**Placement view**

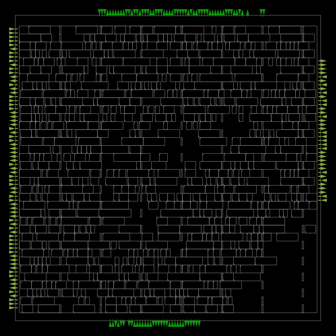
**Signal metal coverage by tile**

21 x 21 tiles, from dark blue (low) to red (high), scaled to the fullest tile. Values are wire area over tile area, all layers added.
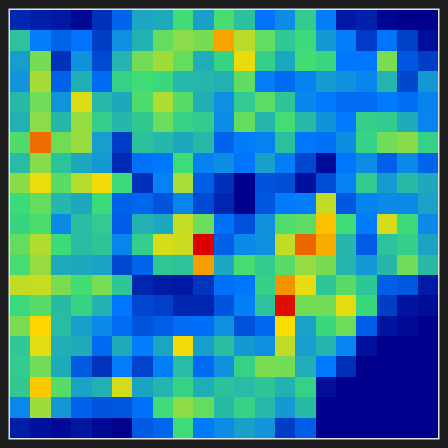
===== config.mk =====
export PLATFORM = sky130hd
export DESIGN_NAME = mif_rd
export DESIGN_NICKNAME = d
export VERILOG_FILES = /design/src/rtl/arthas_mem_pkg.sv /design/src/rtl/rd_watchdog.sv /design/src/rtl/mif_rd.sv
export SDC_FILE = /design/constraint.sdc
export NUM_CORES = 1
export LEC_CHECK = 0
export CAP_MARGIN = 20
export CORE_MARGIN = 1
export CORE_UTILIZATION = 42
export DETAILED_ROUTE_END_ITERATION = 10
export HOLD_SLACK_MARGIN = 0.06
export PLACE_DENSITY = 0.81
export SETUP_SLACK_MARGIN = 0.15
export SLEW_MARGIN = 25
export SYNTH_ARGS = -nofsm -noshare
export SYNTH_HDL_FRONTEND = slang
export SYNTH_SLANG_ARGS = --single-unit

===== constraint.sdc =====
create_clock -name clk_bus -period 3.77 [get_ports clk_bus]
set_input_delay 0.754 -clock clk_bus [delete_from_list [all_inputs] [get_ports clk_bus]]
set_output_delay 0.754 -clock clk_bus [all_outputs]
set_load 0.01 [all_outputs]

===== src/rtl/arthas_mem_pkg.sv =====
// Shared types and default sizing for the memory-interface read path.
package arthas_mem_pkg;

    typedef enum logic [1:0] {
        IDLE  = 2'd0,
        FETCH = 2'd1,
        ISSUE = 2'd2
    } rd_state_t;

    localparam int DEF_ADDR_W     = 28;
    localparam int DEF_DATA_W     = 64;
    localparam int DEF_MAX_OUT    = 4;
    localparam int DEF_RD_TIMEOUT = 1024;

endpackage


===== src/rtl/rd_watchdog.sv =====
// Saturating 16-bit no-progress counter; expired holds once the limit-1 count is reached.
module rd_watchdog #(
    parameter int LIMIT = 1024
) (
    input  logic clk,
    input  logic srst,
    input  logic clear,
    input  logic enable,
    output logic expired
);

    localparam logic [15:0] LIMIT_M1 = 16'(LIMIT - 1);

    logic [15:0] r_count;

    always_ff @(posedge clk) begin
        if (srst || clear) begin
            r_count <= '0;
        end else if (enable && (r_count != LIMIT_M1)) begin
            r_count <= r_count + 16'd1;
        end
    end

    assign expired = (r_count == LIMIT_M1);

endmodule


===== src/rtl/mif_rd.sv =====
// Read master: pops addresses from the input buffer controller, issues them to memory
// under a credit limit and forwards in-order responses one cycle later.
module mif_rd
    import arthas_mem_pkg::*;
#(
    parameter int rAddrWidth     = DEF_ADDR_W,
    parameter int rDataWidth     = DEF_DATA_W,
    parameter int maxOutstanding = DEF_MAX_OUT,
    parameter int rdTimeout      = DEF_RD_TIMEOUT
) (
    input  logic                                 clk_bus,
    input  logic                                 rst_bus,
    input  logic [rAddrWidth-1:0]                ibc2mem_r_addr,
    input  logic                                 ibc2mem_r_vld,
    output logic                                 mem2ibc_en,
    output logic [rDataWidth-1:0]                mem2ibc_data,
    output logic                                 mem2ibc_data_en,
    output logic [rAddrWidth-1:0]                mem_rd_addr,
    output logic                                 mem_rd_req,
    input  logic                                 mem_rd_gnt,
    input  logic [rDataWidth-1:0]                mem_rd_data,
    input  logic                                 mem_rd_data_vld,
    output logic                                 err_unexp,
    output logic                                 err_timeout,
    output logic [$clog2(maxOutstanding+1)-1:0]  outstanding
);

    localparam int OW = $clog2(maxOutstanding + 1);
    localparam logic [OW-1:0] MAX_OUT = OW'(maxOutstanding);

    rd_state_t               r_state;
    logic [rAddrWidth-1:0]   r_addr_q;
    logic [OW-1:0]           r_outstanding;
    logic [rDataWidth-1:0]   r_data;
    logic                    r_data_en;
    logic                    r_err_unexp;
    logic                    r_err_timeout;

    logic w_grant;
    logic w_rsp_ok;
    logic w_has_credit;
    logic w_wd_expired;

    assign w_grant      = (r_state == ISSUE) && mem_rd_gnt;
    assign w_rsp_ok     = mem_rd_data_vld && (r_outstanding != '0);
    assign w_has_credit = (r_outstanding < MAX_OUT);

    always_ff @(posedge clk_bus) begin
        if (rst_bus) begin
            r_state  <= IDLE;
            r_addr_q <= '0;
        end else begin
            case (r_state)
                IDLE: begin
                    if (ibc2mem_r_vld && w_has_credit) r_state <= FETCH;
                end
                FETCH: begin
                    // vld can drop here when the buffer switches FIFOs; nothing was popped then
                    if (ibc2mem_r_vld) begin
                        r_addr_q <= ibc2mem_r_addr;
                        r_state  <= ISSUE;
                    end else begin
                        r_state  <= IDLE;
                    end
                end
                ISSUE: begin
                    if (mem_rd_gnt) r_state <= IDLE;
                end
                default: r_state <= IDLE;
            endcase
        end
    end

    // A grant and an accepted response in the same cycle cancel out
    always_ff @(posedge clk_bus) begin
        if (rst_bus) begin
            r_outstanding <= '0;
        end else begin
            case ({w_grant, w_rsp_ok})
                2'b10: if (r_outstanding != MAX_OUT) r_outstanding <= r_outstanding + 1'b1;
                2'b01: r_outstanding <= r_outstanding - 1'b1;
                default: r_outstanding <= r_outstanding;
            endcase
        end
    end

    always_ff @(posedge clk_bus) begin
        if (rst_bus) begin
            r_data        <= '0;
            r_data_en     <= 1'b0;
            r_err_unexp   <= 1'b0;
            r_err_timeout <= 1'b0;
        end else begin
            r_data_en <= w_rsp_ok;
            if (w_rsp_ok) r_data <= mem_rd_data;
            if (mem_rd_data_vld && (r_outstanding == '0)) r_err_unexp <= 1'b1;
            if (w_wd_expired) r_err_timeout <= 1'b1;
        end
    end

    rd_watchdog #(
        .LIMIT (rdTimeout)
    ) u_watchdog (
        .clk     (clk_bus),
        .srst    (rst_bus),
        .clear   ((r_outstanding == '0) || mem_rd_data_vld),
        .enable  (r_outstanding != '0),
        .expired (w_wd_expired)
    );

    assign mem2ibc_en      = (r_state == FETCH) && ibc2mem_r_vld;
    assign mem_rd_req      = (r_state == ISSUE);
    assign mem_rd_addr     = r_addr_q;
    assign mem2ibc_data    = r_data;
    assign mem2ibc_data_en = r_data_en;
    assign err_unexp       = r_err_unexp;
    assign err_timeout     = r_err_timeout;
    assign outstanding     = r_outstanding;

endmodule


==> out/metrics.csv <==
stage,metric,value,unit
global_route,gr usage total,23.4,%
global_route,grt ovf,0,
worst_setup_path,CP Max Fanout,2,
synthesis,cell type with the largest total area,dfxtp_1,
final_layout,Area growth syn-to-layout,60.4,%
worst_setup_path,"Slowest-stage cell, CP",clkdlybuf4s50_1,
final_layout,logic area,1890,µm²
final_layout,Signal buf overhead,28.4,%
worst_setup_path,CP Cell Sequence,clkdlybuf4s50_1 > nand2b_1 > or2_2 > inv_2 > clkdlybuf4s50_1,
clock_tree,worst skew pair latency,0.52,ns
clock_tree,H-tree depth,4,
drt,via count,4485,
final_layout,Antenna Cells,0,
placement,HPWL Detailed,8490,µm
drt,metal3 WL,1080,µm
sta,Final min period,2.94,ns
global_route,met1 global-route usage,24.7,%
sta,Max-slew headroom,29.1,%
power_and_ir_drop,Overall Power,0.00315,W
final_layout,clk cell area share,9.02,%
run_status,status,"complete, no violations",
final_layout,Non-clk bufs,202,
worst_setup_path,crit-path most repeated cell,clkdlybuf4s50_1,
drt,max layer used,met4,
job,OpenROAD warnings,28,
global_route,met2 usage,40.2,%
power_and_ir_drop,Peak VDD IR,0.350,mV
power_and_ir_drop,Pwr Density,447,nW/µm²
final_layout,logic share of the area,26.9,%
final_layout,Inverters excl. clock,7,
final_layout,Fillers,761,
synthesis,ys cells,555,
About 'placement view':
non-filler cells, final: 882
n_taps: 133
num rows: 36
Core Area: 9950 µm²
Core Util, Final: 70.8%

About 'signal metal coverage by tile':
nearly empty tiles: 7.5%
fullest tile: 0.55
emptiest ninth of the die: bottom right
mean over tiles: 0.19
tiles over half the peak: 23%
wirelength, routed: 12500 µm
Routed wire per std cell: 14.2 µm

[worst max-delay path, delay by kind of cell]
kind                   cells  cell delay [ns]
AND/OR/NAND/NOR            2             0.36
buffers and inverters      3             1.06
[worst paths after layout]
check | from | endpoint | slack [ns] | cells after the start
min | mem_rd_addr[14] | mem_rd_addr[14] | 0.45 | 2
min reg2reg | mem_rd_addr[14] | mem_rd_addr[14] | 0.45 | 2
max | ibc2mem_r_vld | mem2ibc_en | 0.83 | 5
max reg2reg | outstanding[0] | outstanding[2] | 1.43 | 7
[power breakdown]
part	internal, W	switching, W	total (W)
Sequential	0.00124	0.00000877	0.00125
Clock	0.00116	0.000538	0.00170
Combinational	0.000127	0.0000728	0.000199
Power and IR drop assume default switching activity.
